`config.mk`:
```
export PLATFORM = sky130hd
export DESIGN_NAME = fuzz_stim_sequencer_flat
export DESIGN_NICKNAME = d
export VERILOG_FILES = /design/src/rtl/fuzz_stim_sequencer_pkg.sv /design/src/rtl/fuzz_stim_sequencer_if.sv /design/src/rtl/fuzz_stim_sequencer_lcg.sv /design/src/rtl/fuzz_stim_sequencer.sv /design/src/flat_wrapper.sv
export SDC_FILE = /design/constraint.sdc
export NUM_CORES = 2
export LEC_CHECK = 0
export CAP_MARGIN = 20
export CORE_ASPECT_RATIO = 0.5
export CORE_MARGIN = 3
export CORE_UTILIZATION = 45
export CTS_CLUSTER_SIZE = 14
export DETAILED_ROUTE_END_ITERATION = 8
export PLACE_DENSITY = 0.65
export SLEW_MARGIN = 40
export SYNTH_ARGS = -nofsm -noshare
export SYNTH_HDL_FRONTEND = slang
export SYNTH_SLANG_ARGS = --single-unit
```
`constraint.sdc`:
```
create_clock -name clk -period 9 [get_ports clk]
set_input_delay 1.35 -clock clk [delete_from_list [all_inputs] [get_ports clk]]
set_output_delay 1.35 -clock clk [all_outputs]
set_load 0.005 [all_outputs]
```
`src/rtl/fuzz_stim_sequencer_pkg.sv`:
```
// Shared definitions for the fuzz stimulus sequencer.
//   LCG_MUL / LCG_INC : constants of the team's 32-bit LCG (rng*MUL + INC mod 2^32)
//   seq_state_e       : sequencer FSM states
//   nw()              : number of 32-bit LCG words needed to cover an input vector
package fuzz_pkg;
  localparam logic [31:0] LCG_MUL = 32'h41C64E6D;
  localparam logic [31:0] LCG_INC = 32'h0000_3039;

  typedef enum logic [2:0] {IDLE, DUT_RST, FILL, PRESENT, DONE} seq_state_e;

  function automatic int nw(input int in_w);
    return (in_w + 31) / 32;
  endfunction
endpackage

```
`src/rtl/fuzz_stim_sequencer_if.sv`:
```
// DUT-side handshake of the fuzz stimulus sequencer.
//   dut_rst_n : reset driven into the DUT, active-low
//   dut_in    : current DUT input vector
//   vec_valid : dut_in holds a vector not yet accepted
//   vec_ready : consumer accepts the presented vector
// master = sequencer, slave = consumer/DUT wrapper.
interface fuzz_stim_sequencer_if #(parameter int IN_W = 281) ();
  logic            dut_rst_n;
  logic [IN_W-1:0] dut_in;
  logic            vec_valid;
  logic            vec_ready;

  modport master (output dut_rst_n, dut_in, vec_valid, input  vec_ready);
  modport slave  (input  dut_rst_n, dut_in, vec_valid, output vec_ready);
endinterface

```
`src/rtl/fuzz_stim_sequencer_lcg.sv`:
```
// fuzz_lcg32: 32-bit LCG state register.
//   load/seed : overwrite state with seed (wins over step)
//   step      : advance state by one LCG step
//   state_o   : current state
//   next_o    : state after one step (combinational)
module fuzz_lcg32
  import fuzz_pkg::*;
#(
  parameter logic [31:0] RESET_SEED = 32'd2245334677
) (
  input  logic        clk,
  input  logic        rst_n,
  input  logic        load,
  input  logic [31:0] seed,
  input  logic        step,
  output logic [31:0] state_o,
  output logic [31:0] next_o
);
  logic [31:0] rng_q, rng_d;

  assign next_o  = rng_q * LCG_MUL + LCG_INC;
  assign state_o = rng_q;

  always_comb begin
    rng_d = rng_q;
    if (load)      rng_d = seed;
    else if (step) rng_d = next_o;
  end

  always_ff @(posedge clk or negedge rst_n) begin
    if (!rst_n) rng_q <= RESET_SEED;
    else        rng_q <= rng_d;
  end
endmodule

```
`src/rtl/fuzz_stim_sequencer.sv`:
```
// fuzz_stim_sequencer: resets one DUT, then presents LCG-generated input
// vectors with a valid/ready handshake and counts accepted vectors.
//   clk, rst_n : clock, async active-low reset
//   seed_load  : capture seed_i (IDLE/DONE only)
//   seed_i     : LCG seed
//   cycles_i   : vectors to present, sampled on start
//   start      : begin a run (IDLE/DONE only)
//   dut_if     : dut_rst_n / dut_in / vec_valid out, vec_ready in
//   cyc_count  : vectors accepted this run (saturating)
//   busy, done : run in progress / run finished
module fuzz_stim_sequencer
  import fuzz_pkg::*;
#(
  parameter int          IN_W         = 281,
  parameter int          WORD_W       = 32,
  parameter int          RST_CYCLES   = 2,
  parameter logic [31:0] DEFAULT_SEED = 32'd2245334677
) (
  input  logic                   clk,
  input  logic                   rst_n,
  input  logic                   seed_load,
  input  logic [31:0]            seed_i,
  input  logic [31:0]            cycles_i,
  input  logic                   start,
  fuzz_stim_sequencer_if.master  dut_if,
  output logic [31:0]            cyc_count,
  output logic                   busy,
  output logic                   done
);
  localparam int NW     = nw(IN_W);
  localparam int LAST_W = IN_W - WORD_W * (NW - 1);
  localparam int WIDX_W = (NW > 1) ? $clog2(NW) : 1;
  localparam int RCNT_W = (RST_CYCLES > 1) ? $clog2(RST_CYCLES) : 1;

  seq_state_e        state_q, state_d;
  logic [31:0]       remaining_q, remaining_d;
  logic [31:0]       cyc_count_q, cyc_count_d;
  logic [RCNT_W-1:0] rst_cnt_q, rst_cnt_d;
  logic [WIDX_W-1:0] widx_q, widx_d;
  logic [IN_W-1:0]   shadow_q, shadow_d;
  logic [IN_W-1:0]   dut_in_q, dut_in_d;
  logic              vec_valid_q, vec_valid_d;
  logic              dut_rst_n_q, dut_rst_n_d;

  logic              lcg_load, lcg_step;
  logic [31:0]       rng_cur, rng_next;
  logic [IN_W-1:0]   fill_vec;

  fuzz_lcg32 #(.RESET_SEED(DEFAULT_SEED)) u_lcg (
    .clk(clk), .rst_n(rst_n), .load(lcg_load), .seed(seed_i),
    .step(lcg_step), .state_o(rng_cur), .next_o(rng_next)
  );

  // Shadow with the word produced this clock merged in; the last word keeps
  // only the LSBs of the LCG value so generation matches the software LCG.
  always_comb begin
    fill_vec = shadow_q;
    for (int k = 0; k < NW - 1; k++)
      if (widx_q == WIDX_W'(k)) fill_vec[k*WORD_W +: WORD_W] = rng_next;
    if (widx_q == WIDX_W'(NW - 1)) fill_vec[IN_W-1 -: LAST_W] = rng_next[LAST_W-1:0];
  end

  always_comb begin
    state_d     = state_q;
    remaining_d = remaining_q;
    cyc_count_d = cyc_count_q;
    rst_cnt_d   = rst_cnt_q;
    widx_d      = widx_q;
    shadow_d    = shadow_q;
    dut_in_d    = dut_in_q;
    vec_valid_d = vec_valid_q;
    dut_rst_n_d = dut_rst_n_q;
    lcg_load    = 1'b0;
    lcg_step    = 1'b0;
    case (state_q)
      IDLE, DONE: begin
        lcg_load = seed_load;  // load lands on the same edge as start
        if (start) begin
          remaining_d = cycles_i;
          cyc_count_d = '0;
          rst_cnt_d   = '0;
          dut_rst_n_d = 1'b0;
          state_d     = DUT_RST;
        end
      end
      DUT_RST: begin
        if (rst_cnt_q == RCNT_W'(RST_CYCLES - 1)) begin
          dut_rst_n_d = 1'b1;
          widx_d      = '0;
          state_d     = (remaining_q != '0) ? FILL : DONE;
        end else begin
          rst_cnt_d = rst_cnt_q + RCNT_W'(1);
        end
      end
      FILL: begin
        lcg_step = 1'b1;
        shadow_d = fill_vec;
        if (widx_q == WIDX_W'(NW - 1)) begin
          dut_in_d    = fill_vec;
          vec_valid_d = 1'b1;
          state_d     = PRESENT;
        end else begin
          widx_d = widx_q + WIDX_W'(1);
        end
      end
      PRESENT: begin
        if (dut_if.vec_ready) begin
          vec_valid_d = 1'b0;
          if (cyc_count_q != '1) cyc_count_d = cyc_count_q + 32'd1;
          remaining_d = remaining_q - 32'd1;
          widx_d      = '0;
          state_d     = (remaining_q == 32'd1) ? DONE : FILL;
        end
      end
      default: state_d = IDLE;
    endcase
  end

  always_ff @(posedge clk or negedge rst_n) begin
    if (!rst_n) begin
      state_q     <= IDLE;
      remaining_q <= '0;
      cyc_count_q <= '0;
      rst_cnt_q   <= '0;
      widx_q      <= '0;
      shadow_q    <= '0;
      dut_in_q    <= '0;
      vec_valid_q <= 1'b0;
      dut_rst_n_q <= 1'b0;
    end else begin
      state_q     <= state_d;
      remaining_q <= remaining_d;
      cyc_count_q <= cyc_count_d;
      rst_cnt_q   <= rst_cnt_d;
      widx_q      <= widx_d;
      shadow_q    <= shadow_d;
      dut_in_q    <= dut_in_d;
      vec_valid_q <= vec_valid_d;
      dut_rst_n_q <= dut_rst_n_d;
    end
  end

  assign dut_if.dut_rst_n = dut_rst_n_q;
  assign dut_if.dut_in    = dut_in_q;
  assign dut_if.vec_valid = vec_valid_q;
  assign cyc_count        = cyc_count_q;
  assign busy             = (state_q == DUT_RST) || (state_q == FILL) || (state_q == PRESENT);
  assign done             = (state_q == DONE);

  logic unused_ok;
  assign unused_ok = ^rng_cur;
endmodule

```
`src/flat_wrapper.sv`:
```
// flat-port wrapper written by rule: the top's interface ports become plain ports
module fuzz_stim_sequencer_flat import fuzz_pkg::*;
#(
  parameter int          IN_W         = 281,
  parameter int          WORD_W       = 32,
  parameter int          RST_CYCLES   = 2,
  parameter logic [31:0] DEFAULT_SEED = 32'd2245334677
)
  (clk, rst_n, seed_load, seed_i, cycles_i, start, cyc_count, busy, done, dut_if_dut_rst_n, dut_if_dut_in, dut_if_vec_valid, dut_if_vec_ready);
  fuzz_stim_sequencer_if #(.IN_W(IN_W)) dut_if_i ();
  input  logic clk;
  input  logic rst_n;
  input  logic seed_load;
  input  logic [31:0] seed_i;
  input  logic [31:0] cycles_i;
  input  logic start;
  output logic [31:0] cyc_count;
  output logic busy;
  output logic done;
  output wire logic [$bits(dut_if_i.dut_rst_n)-1:0] dut_if_dut_rst_n;
  output wire logic [$bits(dut_if_i.dut_in)-1:0] dut_if_dut_in;
  output wire logic [$bits(dut_if_i.vec_valid)-1:0] dut_if_vec_valid;
  input wire logic [$bits(dut_if_i.vec_ready)-1:0] dut_if_vec_ready;
  assign dut_if_dut_rst_n = dut_if_i.dut_rst_n;
  assign dut_if_dut_in = dut_if_i.dut_in;
  assign dut_if_vec_valid = dut_if_i.vec_valid;
  assign dut_if_i.vec_ready = dut_if_vec_ready;
  fuzz_stim_sequencer #(.IN_W(IN_W), .WORD_W(WORD_W), .RST_CYCLES(RST_CYCLES), .DEFAULT_SEED(DEFAULT_SEED)) u_core (.clk(clk), .rst_n(rst_n), .seed_load(seed_load), .seed_i(seed_i), .cycles_i(cycles_i), .start(start), .dut_if(dut_if_i), .cyc_count(cyc_count), .busy(busy), .done(done));
endmodule
```
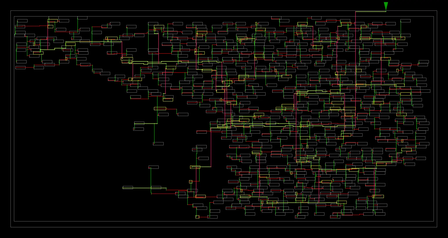
Figure 1: clock wiring as the flow saved it.
clock skew after layout: 0.0740 ns
number of buffers inserted during clock tree synthesis: 57
clock tree sinks: 643
number of clock buffers in the layout: 86

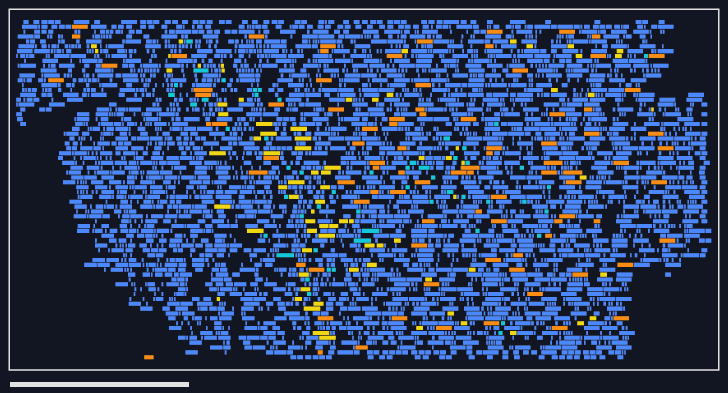
Figure 2: drive-strength map.
Bar = 100 µm.
[drive 6 and up] orange | cells: 89
[drive 2] yellow | cells: 79
[drive 3 to 4] cyan | cells: 53
[drive 1 or less] blue | cells: 3,775
post-route setup slack: 1.71 ns
Area growth syn-to-layout: 20.5%
total of plain and repair buffers excluding clock buffers: 438
Layout Cell Area excl Fill: 41,300 µm²

==> run summary <==
Implementation summary

The dominant cell by count in the synthesized netlist is nand2_1. The area taken by flip-flops and latches is 16,100 µm². The data arrival at the endpoint of the critical path is 7.85 ns. STA classifies the critical path endpoint as a flop. The run finished with clean final reports. The number of vias in the routed layout is 26.2k. The horizontal die dimension reported for this design is 396 µm. The area of the multi-input gates is 16,200 µm². The number of flops mapped to enable cells by yosys is 0.

The number of antenna violations at the first check in global routing is 12. For this run, the script counts the antenna cells in the layout as 8. The placeable core area is 74,300 µm². The net count entering floorplan is 4,112. The total length of routed met2 wires is 50,900 µm.

The die footprint is 79,700 µm². The layout report lists the clock-cell share of area as 4.46%. The busiest layer in global routing is met2.

For this run, global-route usage on met3 was measured as 3.36%. Among the stages of the critical path, the cell type that occurs most often is fa_1. The number of iterations in the first detailed-routing pass is 5. At the end of the flow the core is filled with cells to 55.6%. For the finished layout, the period the worst path requires is 7.29 ns. Per the final timing report, the hold violations number 0. The type recorded for the worst min-delay path is reg2reg.

The multiplexer fraction of the synthesized cell area is 1.02%. The tool flagged a number of max-cap violations equal to 0. The register-to-register path setup slack is 1.71 ns. The timing report lists the critical path depth as 22 cells. Global routing used 39.0% of the available met1 tracks. Per the skew report, the later register of the worst-skew pair sees a clock latency of 0.66 ns. The post-detailed-routing wire length is 107,000 µm. For this sky-water flow run, the detailed-routed wirelength per cell is reported as 21.4 µm. The worst setup path startpoint is u_core.u_lcg.state_o[9].

Looking at the max-slew report, the worst-margin pin has a slew of 0.817 ns. 386 I/O pins were placed. The peak fanout along the critical path is 9. Per the detail_route log, the uppermost layer with routed signals is met4.
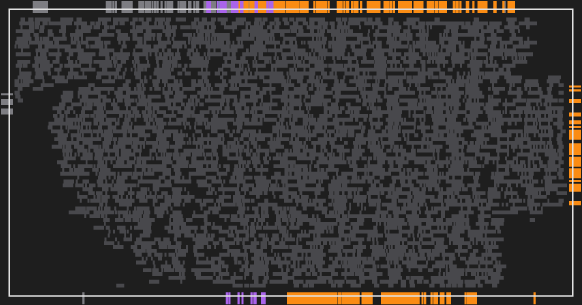
Figure 3: I/O pins on the die edge.
Pins as bars across the die edge, other pins in gray.
[start] green | pins: 1 | direction: input | edge: top
[dut_if_dut_in] orange | pins: 281 | direction: output | edge: 133 top, 111 bottom, 37 right
[seed_i] purple | pins: 32 | direction: input | edge: 22 top, 10 bottom
all pins by edge: 220 top, 122 bottom, 37 right, 7 left

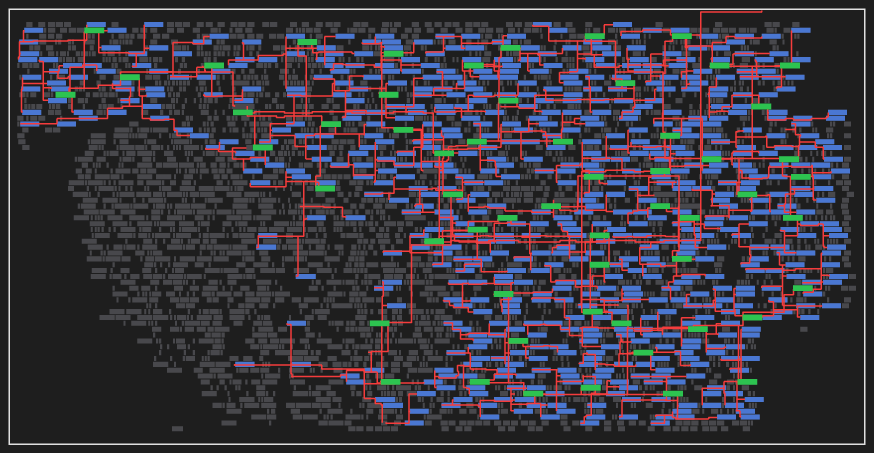
Figure 4: clock distribution.
[flip-flops] blue | count: 643
[cells driving clock nets] green | count: 57
[clock wires] red | length: 7,990 µm
routed clock nets: 58

